==> src/rtl/formula_pkg.sv <==
// formula_pkg: shared types, LFSR constant and the reference model of the
// formula pipeline, used by formula_bist and by its testbench scoreboard.
// Contents: state_t, LFSR_MASK, REF_WIDTH, formula_ref().
package formula_pkg;

  typedef enum logic [1:0] {IDLE, RUN, DRAIN, DONE} state_t;

  // Galois feedback taps for the 32-bit operand generator.
  localparam logic [31:0] LFSR_MASK = 32'h8020_0003;

  // Result width for 8-bit operands (WIDTH*2+3).
  localparam int REF_WIDTH = 19;

  // ((a-b)*(1+3c)+4d) >>> 1 evaluated in rw-bit signed arithmetic. The sum is
  // formed in 32 bits, wrapped to rw bits, then shifted, so that the sign bit
  // used by the arithmetic shift is the one a real rw-bit datapath would see.
  function automatic logic signed [31:0] formula_ref(
    input logic signed [31:0] a,
    input logic signed [31:0] b,
    input logic signed [31:0] c,
    input logic signed [31:0] d,
    input int                 rw = REF_WIDTH
  );
    logic signed [31:0] s;
    int                 sh;
    sh = 32 - rw;
    s  = (a - b) * (32'sd1 + 32'sd3 * c) + 32'sd4 * d;
    s  = (s <<< sh) >>> sh;
    return s >>> 1;
  endfunction

endpackage

==> src/rtl/formula_bist_fifo.sv <==
// Purpose: synchronous FIFO holding expected results for formula_bist.
// Latency: pushed word is visible at pop_dat the cycle after the push edge.
// Backpressure: push ignored when full unless a pop frees the slot the same cycle.
// Ports: clk, rst_n (sync, active-low), clr (sync flush), push/push_dat,
//        pop/pop_dat (head, combinational read), full, empty, count.
module formula_bist_fifo #(
  parameter int W     = 19,
  parameter int DEPTH = 4
) (
  input  logic                     clk,
  input  logic                     rst_n,
  input  logic                     clr,
  input  logic                     push,
  input  logic [W-1:0]             push_dat,
  input  logic                     pop,
  output logic [W-1:0]             pop_dat,
  output logic                     full,
  output logic                     empty,
  output logic [$clog2(DEPTH):0]   count
);

  localparam int AW = $clog2(DEPTH);

  logic [W-1:0]  mem [DEPTH];
  logic [AW-1:0] wr_ptr;
  logic [AW-1:0] rd_ptr;
  logic          do_push;
  logic          do_pop;

  assign full    = (count == (AW+1)'(DEPTH));
  assign empty   = (count == '0);
  assign do_pop  = pop && !empty;
  assign do_push = push && (!full || do_pop);
  assign pop_dat = mem[rd_ptr];

  always_ff @(posedge clk) begin
    if (do_push) mem[wr_ptr] <= push_dat;
  end

  always_ff @(posedge clk) begin
    if (!rst_n || clr) begin
      wr_ptr <= '0;
      rd_ptr <= '0;
      count  <= '0;
    end else begin
      if (do_push) wr_ptr <= wr_ptr + AW'(1);
      if (do_pop)  rd_ptr <= rd_ptr + AW'(1);
      count <= count + (AW+1)'(do_push) - (AW+1)'(do_pop);
    end
  end

endmodule

==> src/rtl/formula_bist.sv <==
// Purpose: LFSR traffic generator and in-order result checker for formula.
// Latency: op_valid one cycle after the start edge; err_count one cycle after a result handshake.
// Backpressure: operands held while op_ready=0; issue throttled by expected-FIFO room.
// Ports: clk, rst_n (sync, active-low), start; a/b/c/d, op_valid, op_ready
//        (operand side); q, res_valid, res_ready (result side); busy, done,
//        pass, err_count, res_count (status).
// Option: define FORMULA_BIST_STALL_EN to drop res_ready whenever LFSR bit 31 is 1.
module formula_bist
  import formula_pkg::*;
#(
  parameter int          WIDTH   = 8,
  parameter int          NUM_OPS = 16,
  parameter int          DEPTH   = 4,
  parameter logic [31:0] SEED    = 32'hACE1_2024,
  parameter int          TIMEOUT = 256
) (
  input  logic                      clk,
  input  logic                      rst_n,
  input  logic                      start,
  output logic signed [WIDTH-1:0]   a,
  output logic signed [WIDTH-1:0]   b,
  output logic signed [WIDTH-1:0]   c,
  output logic signed [WIDTH-1:0]   d,
  output logic                      op_valid,
  input  logic                      op_ready,
  input  logic signed [WIDTH*2+2:0] q,
  input  logic                      res_valid,
  output logic                      res_ready,
  output logic                      busy,
  output logic                      done,
  output logic                      pass,
  output logic [15:0]               err_count,
  output logic [15:0]               res_count
);

  localparam int RW = WIDTH*2 + 3;
  localparam int CW = $clog2(DEPTH) + 1;
  localparam int TW = $clog2(TIMEOUT + 1);

  state_t             state;
  logic [31:0]        lfsr;
  logic [31:0]        lfsr_next;
  logic [15:0]        issue_cnt;
  logic [TW-1:0]      idle_cnt;
  logic               timeout_flag;
  logic               unexpected_flag;
  logic               stall;
  logic               op_hs;
  logic               res_hs;
  logic               fifo_pop;
  logic               fifo_clr;
  logic               fifo_full;
  logic               fifo_empty;
  logic [CW-1:0]      fifo_count;
  logic [RW-1:0]      exp_val;
  logic [RW-1:0]      fifo_head;
  logic               mismatch;
  logic               room_next;
  logic signed [31:0] ref32;
  logic               unused_ref_hi;

  // Operands are taken straight from the LFSR register, so they only move
  // when the LFSR steps on an accepted handshake.
  assign a = lfsr[WIDTH-1:0];
  assign b = lfsr[2*WIDTH-1:WIDTH];
  assign c = lfsr[3*WIDTH-1:2*WIDTH];
  assign d = lfsr[4*WIDTH-1:3*WIDTH];

  assign lfsr_next = {1'b0, lfsr[31:1]} ^ (lfsr[0] ? LFSR_MASK : 32'h0);

`ifdef FORMULA_BIST_STALL_EN
  assign stall = lfsr[31];
`else
  assign stall = 1'b0;
`endif

  assign res_ready = ((state == RUN) || (state == DRAIN)) && !stall;
  assign op_hs     = op_valid && op_ready;
  assign res_hs    = res_valid && res_ready;
  assign fifo_pop  = res_hs && !fifo_empty;
  assign fifo_clr  = start && ((state == IDLE) || (state == DONE));
  assign mismatch  = res_hs && (fifo_empty || (q != fifo_head));

  assign ref32         = formula_ref(32'(a), 32'(b), 32'(c), 32'(d), RW);
  assign exp_val       = ref32[RW-1:0];
  assign unused_ref_hi = ^ref32[31:RW];

  // FIFO will still have room after this edge: a pop in the same cycle frees
  // a slot, a push consumes one.
  assign room_next = !((fifo_full && !fifo_pop) ||
                       ((fifo_count == CW'(DEPTH-1)) && op_hs && !fifo_pop));

  formula_bist_fifo #(.W(RW), .DEPTH(DEPTH)) u_fifo (
    .clk      (clk),
    .rst_n    (rst_n),
    .clr      (fifo_clr),
    .push     (op_hs),
    .push_dat (exp_val),
    .pop      (fifo_pop),
    .pop_dat  (fifo_head),
    .full     (fifo_full),
    .empty    (fifo_empty),
    .count    (fifo_count)
  );

  always_ff @(posedge clk) begin
    if (!rst_n) begin
      state           <= IDLE;
      lfsr            <= '0;
      issue_cnt       <= '0;
      idle_cnt        <= '0;
      timeout_flag    <= 1'b0;
      unexpected_flag <= 1'b0;
      op_valid        <= 1'b0;
      busy            <= 1'b0;
      done            <= 1'b0;
      pass            <= 1'b0;
      err_count       <= '0;
      res_count       <= '0;
    end else begin
      if (res_hs) begin
        res_count <= res_count + 16'd1;
        if (mismatch && (err_count != 16'hFFFF)) err_count <= err_count + 16'd1;
        if (fifo_empty) unexpected_flag <= 1'b1;
      end

      case (state)
        IDLE, DONE: begin
          if (start) begin
            state           <= RUN;
            lfsr            <= SEED;
            issue_cnt       <= '0;
            idle_cnt        <= '0;
            timeout_flag    <= 1'b0;
            unexpected_flag <= 1'b0;
            err_count       <= '0;
            res_count       <= '0;
            busy            <= 1'b1;
            done            <= 1'b0;
            pass            <= 1'b0;
          end
        end

        RUN: begin
          idle_cnt <= '0;
          if (op_hs) begin
            lfsr      <= lfsr_next;
            issue_cnt <= issue_cnt + 16'd1;
          end
          if (op_hs && (issue_cnt == 16'(NUM_OPS-1))) begin
            state    <= DRAIN;
            op_valid <= 1'b0;
          end else begin
            op_valid <= room_next;
          end
        end

        DRAIN: begin
          // Leaving only on a quiet cycle keeps every counter final when
          // pass is evaluated.
          if (res_hs) begin
            idle_cnt <= '0;
          end else if (fifo_empty) begin
            state <= DONE;
            busy  <= 1'b0;
            done  <= 1'b1;
            pass  <= (err_count == 16'd0) && !timeout_flag && !unexpected_flag &&
                     (res_count == 16'(NUM_OPS));
          end else if (idle_cnt == TW'(TIMEOUT-1)) begin
            state        <= DONE;
            timeout_flag <= 1'b1;
            busy         <= 1'b0;
            done         <= 1'b1;
            pass         <= 1'b0;
          end else begin
            idle_cnt <= idle_cnt + TW'(1);
          end
        end

        default: state <= IDLE;
      endcase
    end
  end

endmodule

==> config.mk <==
export PLATFORM = sky130hd
export DESIGN_NAME = formula_bist
export DESIGN_NICKNAME = d
export VERILOG_FILES = /design/src/rtl/formula_pkg.sv /design/src/rtl/formula_bist_fifo.sv /design/src/rtl/formula_bist.sv
export SDC_FILE = /design/constraint.sdc
export NUM_CORES = 1
export LEC_CHECK = 0
export CAP_MARGIN = 10
export CORE_UTILIZATION = 45
export CTS_BUF_LIST = sky130_fd_sc_hd__clkbuf_16
export DETAILED_ROUTE_END_ITERATION = 10
export SYNTH_ARGS = -nofsm -noshare
export SYNTH_HDL_FRONTEND = slang
export SYNTH_SLANG_ARGS = --single-unit
==> constraint.sdc <==
create_clock -name clk -period 19.5 [get_ports clk]
set_clock_uncertainty 0.1 [all_clocks]
set_input_delay 5.85 -clock clk [delete_from_list [all_inputs] [get_ports clk]]
set_output_delay 5.85 -clock clk [all_outputs]
set_load 0.02 [all_outputs]
==> run_1/cell_density.png <==
(2 px per um) 17 x 17 tiles, from black (low) to pale yellow (high), 0 to 100% covered.
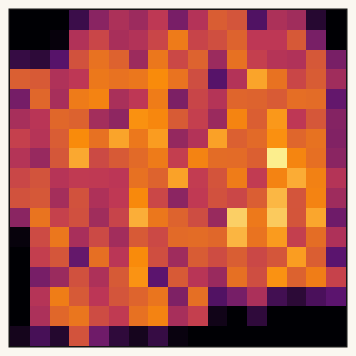
The fullest tile reaches 96%. 9.0% of the tiles are nearly empty. The emptiest ninth of the die: south-east.

==> run_1/placement_by_type.png <==
(1.5 px per um)
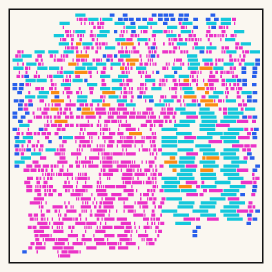
Blue is other buffers and delay cells, cells 102, share of their area 7.2%. Cyan is flops, cells 178, share of their area 31%. Magenta is combinational and other logic, cells 1024, share of their area 58%. Orange is clock drivers and dummy loads, cells 32, share of their area 4.4%.

==> results_dict.tcl, run 1 <==
# place-and-route summary
set metrics [dict create \
    status "finished clean" \
    cts_tree "built" \
    combGateArea_um2 7340 \
    drv_cap 0 \
    endpoint_kind "flip-flop" \
    synthArstFlopShare_pct 0 \
    cts-buffers-inserted 17 \
    num_rows 60 \
    top_area_share_pct 17.4 \
    worst_r2r_endpoint "u_fifo.mem[0][17]" \
    globalplace.congestion 0.809 \
    totalWireLength_um 25900 \
    cp_num_buf_inv 1 \
    endpoint "u_fifo.mem[2][2]" \
    min_from "idle_cnt[1]" \
    avgViaCountPerCell 5.14 \
    io-pin-count 93 \
    critPathMaxStageDelay_ns 0.82 \
    start_kind "input pin" \
    placed_area_um2 13700 \
    drv_slew 0 \
    timing.rr.start "lfsr[16]" \
]
==> run_1/clocks.png <==
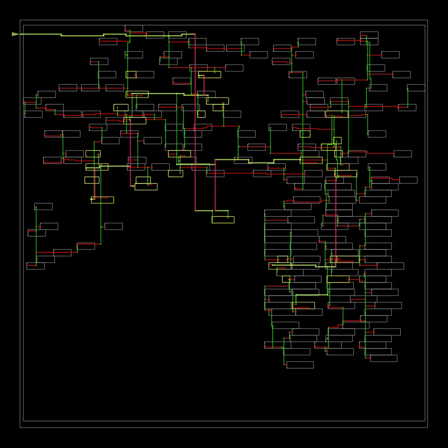
seq_cells: 178
CTS sink cnt: 178

run 1: tightest hold or removal path, delay by kind of cell, from the launching register on:
family | cells | cell delay [ns]
flops | 1 | 0.33
simple gates | 1 | 0.06
compound gates | 1 | 0.06
run 1: cells in the final DEF (no fill, tap or decap), types with 7 or more instances in the layout:
master and instances:
inv_1 170, nor2_1 114, nand2_1 107, dfxtp_1 106
fa_1 101, clkdlybuf4s50_1 92, ha_1 82, edfxtp_1 72
xnor2_1 57, xor2_1 45, nand3_1 44, a21oi_1 28
a21boi_0 23, o21ai_0 21, nand2b_1 20, nand4_1 20
nor2b_1 17, clkbuf_16 17, or3_1 16, and3_1 15
mux4_2 15, nor3_1 13, o211a_1 12, nand3b_1 10
nor4_1 10, buf_4 10, a21oi_2 8, or2_2 7
and2_1 7, o211ai_1 7
run 1: layer usage:
| layer | track usage (%) | vias to the layer above | share of wire, % |
|---|---|---|---|
| met5 | 0 | - | 0 |
| met4 | 5.46 | 0 | 1.3 |
| met3 | 3.27 | 23 | 3.0 |
| met2 | 31.6 | 134 | 47 |
| met1 | 26.6 | 4182 | 49 |
| li1 | - | 4280 | - |
run 1: sequential cells by signal, indices dropped and copies added (netlist names), named ones only:
register,flops
pass,1
done,1
u_fifo.rd_ptr,2
u_fifo.count,3
lfsr,32
unexpected_flag,1
u_fifo.wr_ptr,2
u_fifo.mem,72
err_count,16
state,2
issue_cnt,16
res_count,16
op_valid,1
busy,1
idle_cnt,9
timeout_flag,1
run 1: cells by family after synthesis:
family | count (synthesis) | share of synthesized area (%)
AND/OR/NAND/NOR | 416 | 16.4
buffers and inverters | 203 | 6.34
flip-flops | 178 | 34.5
XOR/XNOR | 102 | 7.20
adder cells (fa/ha/maj) | 183 | 24.6
multiplexers | 21 | 3.61
AND-OR/OR-AND | 132 | 7.29
## Run 2: what changed since run 1
Clock period 19.5 ns to 8.1 ns, I/O delays scaled along.
==> run_2/cell_density.png <==
(2 px per um) 17 x 17 tiles, from black (low) to pale yellow (high), 0 to 100% covered.
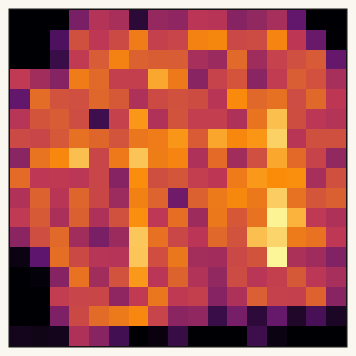
The mean over all tiles is 49%. The fullest tile reaches 98%. 8.0% of the tiles are nearly empty. The emptiest ninth of the die: south-west. 8.3% of the tiles are over 75% full.

==> run_2/wires.png <==
(1.5 px per um)
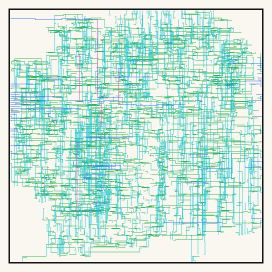
Green is metal 1, wire length 12500 um. Blue is metal 3, wire length 863 um. Magenta is metal 4, wire length 169 um. Cyan is metal 2, wire length 12900 um.

==> results_dict.tcl, run 2 <==
# place-and-route summary
set metrics [dict create \
    globalplace.congestion 0.860 \
    num_rows 60 \
    cts_tree "built" \
    cts-buffers-inserted 17 \
    avgViaCountPerCell 5.15 \
    clock_latency_ns 0.44 \
    largest_reg_flops 72 \
    warning_count 35 \
    totalWireLength_um 26400 \
    status "finished clean" \
    endpoint_kind "flip-flop" \
    crit_fanout 9 \
    io-pin-count 93 \
    top_area_share_pct 17.4 \
    critPathMaxStageDelay_ns 0.53 \
    final_cell_mix "inv_1 (170), nor2_1 (114), nand2_1 (107), dfxtp_1 (106), fa_1 (101)" \
    reg_top3 "u_fifo.mem (72), lfsr (32)" \
    mostFrequentLayoutCell "inv_1" \
    synthArstFlopShare_pct 0 \
    cp_num_buf_inv 7 \
]
[run 2: cell counts after synthesis]
No cell type changed its count.
[run 2: kinds of logic (layout without fill, tap and decap cells)]
group	after synthesis	count (layout)	synth area share, %
simple gates	416	416	16.4
buf+inv	203	310	6.34
fa+ha+maj	183	183	24.6
flops	178	178	34.5
compound gates	132	132	7.29
xor+xnor	102	102	7.20
mux	21	21	3.61
[run 2: through the flow]
step	utilization [%]	instance area, um2
4_1_cts	53.1	14300
2_1_floorplan	-	12400
6_report	53.1	14300
3_3_place_gp	50.8	13700
5_1_grt	53.1	14300
3_5_place_dp	50.8	13700
[run 2: cell type report]
class	instances	area, um2	share of cell area [%]
clock inverter	15	184	1.28
clock buffer	17	425	2.97
multi-input combinational	854	7350	51.2
timing repair buffer	108	1040	7.26
inverter	170	638	4.45
tap	341	427	2.97
sequential	178	4280	29.9
[run 2: per-layer routing]
layer,track usage [%],wire [um],vias up
met5,0,0,-
met4,4.27,168,0
met3,2.61,862,12
met2,33.5,12900,141
met1,26.4,12500,4235
li1,-,-,4279
[run 2: repair_timing]
item | in CTS | in global routing
endpoints found under the setup margin | 0 | 4
hold buffers | 0 | 0
gates resized | 0 | 1
[run 2: path summary, 6_finish.rpt]
check / start / endpoint / slack, ns
setup / recovery: lfsr[17] / u_fifo.mem[1][17] / 0.58
hold / removal: unexpected_flag / unexpected_flag / 0.39
setup reg to reg: lfsr[17] / u_fifo.mem[1][17] / 0.58
hold reg to reg: unexpected_flag / unexpected_flag / 0.39
